ff_map.png
The bar under the picture is 100 um long. Other cells in gray.
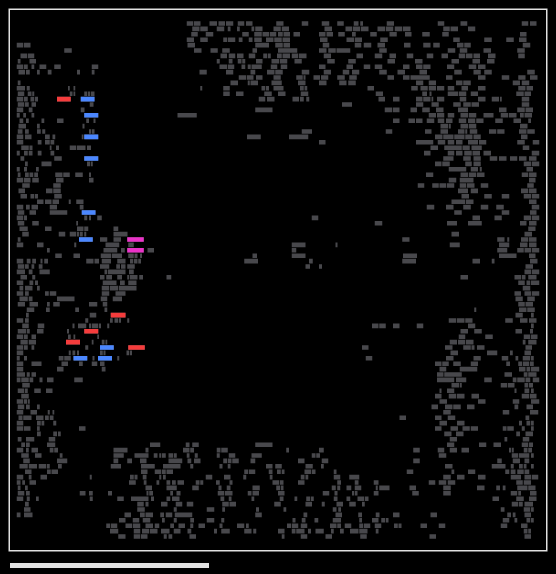
class_map.png
Fill, decap, tap and diode cells in gray.
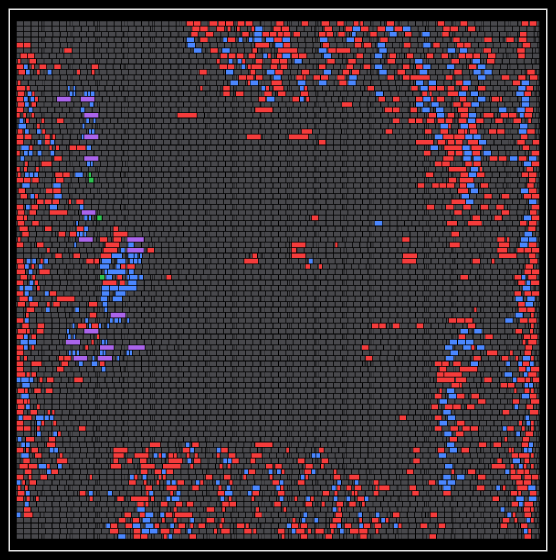
<file path="src/rtl/bank_ram_pkg.sv">
// Shared defaults and FSM state encoding for bank_ram_ctrl.
// RD_OUT exists only when BANK_RAM_RDATA_REG_EN is defined (registered read return).
package bank_ram_pkg;

  localparam int NUM_BANKS_DEF  = 5;
  localparam int ADDR_WIDTH_DEF = 9;
  localparam int DATA_WIDTH_DEF = 32;

  typedef enum logic [2:0] {
    ST_IDLE       = 3'd0,
    ST_WR_DATA    = 3'd1,
    ST_RD_ISSUE   = 3'd2,
    ST_RD_CAPTURE = 3'd3
`ifdef BANK_RAM_RDATA_REG_EN
    , ST_RD_OUT   = 3'd4
`endif
  } state_t;

endpackage

</file>
<file path="src/rtl/bank_ram_rd_path.sv">
// Read-return path: zeroes lanes of unaddressed banks and drives rdata while rvalid.
// With BANK_RAM_RDATA_REG_EN defined the masked word is captured into a flop first.
module bank_ram_rd_path
  import bank_ram_pkg::*;
#(
  parameter int NUM_BANKS  = NUM_BANKS_DEF,
  parameter int DATA_WIDTH = DATA_WIDTH_DEF
) (
  input  logic                          clk,
  input  logic                          rst,
  input  logic                          capture,
  input  logic                          rvalid,
  input  logic [NUM_BANKS-1:0]          mask,
  input  logic [NUM_BANKS*DATA_WIDTH-1:0] bank_rdata,
  output logic [NUM_BANKS*DATA_WIDTH-1:0] rdata
);

  logic [NUM_BANKS*DATA_WIDTH-1:0] masked;

  always_comb begin
    masked = '0;
    for (int b = 0; b < NUM_BANKS; b++) begin
      if (mask[b]) begin
        masked[b*DATA_WIDTH +: DATA_WIDTH] = bank_rdata[b*DATA_WIDTH +: DATA_WIDTH];
      end
    end
  end

`ifdef BANK_RAM_RDATA_REG_EN
  logic [NUM_BANKS*DATA_WIDTH-1:0] rdata_d;
  logic [NUM_BANKS*DATA_WIDTH-1:0] rdata_q;

  always_comb begin
    rdata_d = rdata_q;
    if (capture) begin
      rdata_d = masked;
    end
  end

  always_ff @(posedge clk) begin
    if (rst) begin
      rdata_q <= '0;
    end else begin
      rdata_q <= rdata_d;
    end
  end

  assign rdata = rvalid ? rdata_q : '0;
`else
  // Combinational return: the clock, reset and capture strobe have no job here.
  logic unused_ctrl;
  assign unused_ctrl = ^{clk, rst, capture};

  assign rdata = rvalid ? masked : '0;
`endif

endmodule

</file>
<file path="src/rtl/bank_ram_ctrl.sv">
// Single-outstanding command controller for a row of NUM_BANKS SRAM banks sharing one address.
// Define BANK_RAM_RDATA_REG_EN to register read data (rvalid one cycle later, from a flop).
module bank_ram_ctrl
  import bank_ram_pkg::*;
#(
  parameter int NUM_BANKS  = NUM_BANKS_DEF,
  parameter int ADDR_WIDTH = ADDR_WIDTH_DEF,
  parameter int DATA_WIDTH = DATA_WIDTH_DEF
) (
  input  logic                            clk,
  input  logic                            rst,
  input  logic                            cmd_valid,
  output logic                            cmd_ready,
  input  logic                            cmd_rw,
  input  logic [NUM_BANKS-1:0]            cmd_mask,
  input  logic [ADDR_WIDTH-1:0]           cmd_addr,
  input  logic                            wvalid,
  output logic                            wready,
  input  logic [NUM_BANKS*DATA_WIDTH-1:0] wdata,
  output logic                            rvalid,
  output logic [NUM_BANKS*DATA_WIDTH-1:0] rdata,
  output logic [NUM_BANKS-1:0]            bank_ce,
  output logic [NUM_BANKS-1:0]            bank_we,
  output logic [ADDR_WIDTH-1:0]           bank_addr,
  output logic [NUM_BANKS*DATA_WIDTH-1:0] bank_wdata,
  input  logic [NUM_BANKS*DATA_WIDTH-1:0] bank_rdata
);

  state_t                state_q, state_d;
  logic                  rw_q, rw_d;
  logic [NUM_BANKS-1:0]  mask_q, mask_d;
  logic [ADDR_WIDTH-1:0] addr_q, addr_d;
  logic                  capture;

  // Reset is synchronous but must silence every output in the very cycle it is high,
  // so the combinational block overrides all outputs while rst is asserted.
  always_comb begin
    state_d    = state_q;
    rw_d       = rw_q;
    mask_d     = mask_q;
    addr_d     = addr_q;
    cmd_ready  = 1'b0;
    wready     = 1'b0;
    rvalid     = 1'b0;
    capture    = 1'b0;
    bank_ce    = '0;
    bank_we    = '0;
    bank_addr  = '0;
    bank_wdata = '0;

    case (state_q)
      ST_IDLE: begin
        cmd_ready = 1'b1;
        if (cmd_valid) begin
          rw_d    = cmd_rw;
          mask_d  = cmd_mask;
          addr_d  = cmd_addr;
          state_d = cmd_rw ? ST_WR_DATA : ST_RD_ISSUE;
        end
      end
      ST_WR_DATA: begin
        wready = 1'b1;
        if (wvalid) begin
          bank_ce    = mask_q;
          bank_we    = mask_q;
          bank_addr  = addr_q;
          bank_wdata = wdata;
          state_d    = ST_IDLE;
        end
      end
      ST_RD_ISSUE: begin
        bank_ce   = mask_q;
        bank_addr = addr_q;
        state_d   = ST_RD_CAPTURE;
      end
      ST_RD_CAPTURE: begin
`ifdef BANK_RAM_RDATA_REG_EN
        capture = 1'b1;
        state_d = ST_RD_OUT;
`else
        rvalid  = 1'b1;
        state_d = ST_IDLE;
`endif
      end
`ifdef BANK_RAM_RDATA_REG_EN
      ST_RD_OUT: begin
        rvalid  = 1'b1;
        state_d = ST_IDLE;
      end
`endif
      default: state_d = ST_IDLE;
    endcase

    if (rst) begin
      state_d    = ST_IDLE;
      cmd_ready  = 1'b0;
      wready     = 1'b0;
      rvalid     = 1'b0;
      capture    = 1'b0;
      bank_ce    = '0;
      bank_we    = '0;
      bank_addr  = '0;
      bank_wdata = '0;
    end
  end

  always_ff @(posedge clk) begin
    if (rst) begin
      state_q <= ST_IDLE;
      rw_q    <= 1'b0;
      mask_q  <= '0;
      addr_q  <= '0;
    end else begin
      state_q <= state_d;
      rw_q    <= rw_d;
      mask_q  <= mask_d;
      addr_q  <= addr_d;
    end
  end

  bank_ram_rd_path #(
    .NUM_BANKS  (NUM_BANKS),
    .DATA_WIDTH (DATA_WIDTH)
  ) u_rd_path (
    .clk        (clk),
    .rst        (rst),
    .capture    (capture),
    .rvalid     (rvalid),
    .mask       (mask_q),
    .bank_rdata (bank_rdata),
    .rdata      (rdata)
  );

  // Latched direction is kept for debug visibility; the FSM state already encodes it.
  logic unused_rw;
  assign unused_rw = rw_q;

endmodule

</file>
<file path="config.mk">
export PLATFORM = sky130hd
export DESIGN_NAME = bank_ram_ctrl
export DESIGN_NICKNAME = d
export VERILOG_FILES = /design/src/rtl/bank_ram_pkg.sv /design/src/rtl/bank_ram_rd_path.sv /design/src/rtl/bank_ram_ctrl.sv
export SDC_FILE = /design/constraint.sdc
export NUM_CORES = 1
export LEC_CHECK = 0
export ABC_AREA = 0
export CORE_AREA = 3 3 267 269
export CTS_BUF_LIST = sky130_fd_sc_hd__clkbuf_4
export DETAILED_ROUTE_END_ITERATION = 10
export DIE_AREA = 0 0 270 272
export GPL_TIMING_DRIVEN = 0
export PLACE_DENSITY = 0.3
export SETUP_SLACK_MARGIN = 0.1
export SYNTH_ARGS = -nofsm -noshare
export SYNTH_HDL_FRONTEND = slang
export SYNTH_SLANG_ARGS = --single-unit
</file>
<file path="constraint.sdc">
create_clock -name clk -period 1.66 [get_ports clk]
set_input_delay 0.249 -clock clk [delete_from_list [all_inputs] [get_ports clk]]
set_output_delay 0.249 -clock clk [all_outputs]
set_load 0.005 [all_outputs]
</file>
==> qor.log <==
INFO  route          first_pass_iters=4
INFO  critical_path  worstPathCellList=buf_6, ha_4, nor2b_4, buf_12, buf_12, buf_8, buf_8, buf_6, buf_6, buf_6, and3_4, buf_6
INFO  critical_path  crit_path_top_delay_cell=sky130_fd_sc_hd__dfxtp_4
INFO  finish         final_core_utilization=0.196
INFO  critical_path  biggest_fanout_along_the_worst_timing_path=5
INFO  synthesis      synth.top_cell.area_share=0.639
INFO  status         failed_checks=setup timing
INFO  clocking       htree_num_levels=1
INFO  timing         least_margin_pin_slew=542ps
INFO  global_route   grt_first_pass_wirelength=60400um
INFO  floorplan      die_y=272um
INFO  power_and_ir_drop irDropWorstVdd=0.000175V
INFO  floorplan      ios=681
INFO  place          dp_hpwl=38500um
INFO  finish         non_clock_inverter_count=3
INFO  place          preCtsSetupSlack=-1530ps
INFO  power_and_ir_drop power_frac_comb=0.768
INFO  synthesis      fp_nets=846
INFO  critical_path  crit-reg2reg-launch=state_q[0]
INFO  finish         top_cells_excl_fill_tap=343 x sky130_fd_sc_hd__clkdlybuf4s50_1, 179 x sky130_fd_sc_hd__buf_6, 171 x sky130_fd_sc_hd__and3_4
INFO  global_route   antenna_found_initial=10
INFO  timing         final_hold_viols=0
INFO  status         run_status=complete, but fails checks
INFO  timing         timing.fmax=411MHz
INFO  finish         nonclk_buf_share=0.630
INFO  route          drt-total-wl=45500um
INFO  min_path       worstHoldEndpoint=addr_q[3]
INFO  timing         hold_ws=455ps
INFO  job            warnings=34
INFO  floorplan      initCoreUtil=0.0461
INFO  place          placement.cell_area=0.0111mm^2
INFO  timing         report.final.slew_viol_count=0
INFO  critical_path  setup.worst_path.class=reg2out
INFO  finish         finish.cell_count_without_fillers=2227
INFO  timing         timing.final.setup_violations=341
INFO  synthesis      yosysChipArea=0.00317mm^2
INFO  finish         numSequentialCells=16
INFO  synthesis      synth.cells.most_frequent=324 x sky130_fd_sc_hd__and3_1, 38 x sky130_fd_sc_hd__clkbuf_1, 29 x sky130_fd_sc_hd__nand2_1, 21 x sky130_fd_sc_hd__buf_2, 20 x sky130_fd_sc_hd__a21oi_1
INFO  finish         combGateArea=0.00344mm^2
INFO  timing         post-route-period-util=1.47
INFO  critical_path  worstPathArrival=2190ps
INFO  global_route   grt_start_max_net_pins=11
INFO  timing         fin_ws=-775ps
INFO  power_and_ir_drop total_switching_power=1.06mW
INFO  synthesis      post_synth_instance_area=0.00317mm^2
INFO  power_and_ir_drop cellPowerDensity=232mW/mm^2
INFO  critical_path  regToRegEndpoint=mask_q[0]
INFO  route          route.detailed.drc=0
INFO  finish         buffers_excl_clock=860
INFO  critical_path  cp.buffers_inverters=9
About ff_map.png:
state_q -> magenta  # flops 2
addr_q -> blue  # flops 9
mask_q -> red  # flops 5

About class_map.png:
registers -> purple  # cells 16, share of their area 2.7%
remaining buffers and delay cells -> red  # cells 860, share of their area 69%
remaining logic cells -> blue  # cells 411, share of their area 28%
clock drivers and dummy loads -> green  # cells 4, share of their area 0.21%
Post-Layout Inst Area: 0.0135 mm^2
number of core rows: 96
register share of the cell area: 0.0247
core footprint: 0.0688 mm^2

logic make-up (layout without fill, tap and decap cells):
kind of cell | count (synthesis) | after routing | synth area share
flops | 16 | 16 | 0.101
simple gates | 378 | 378 | 0.727
buf+inv | 76 | 867 | 0.104
fa+ha+maj | 7 | 7 | 0.0276
mux | 1 | 1 | 0.00355
compound gates | 22 | 22 | 0.0371
other cells | 0 | 5 | 0
routing by layer:
metal	vias to the layer above	wire, um	GRT usage
li1	3390	-	-
met1	3375	16000	0.113
met2	434	25300	0.229
met3	37	3500	0.0344
met4	0	701	0.0147
met5	-	0	0
Power and IR drop assume default switching activity.
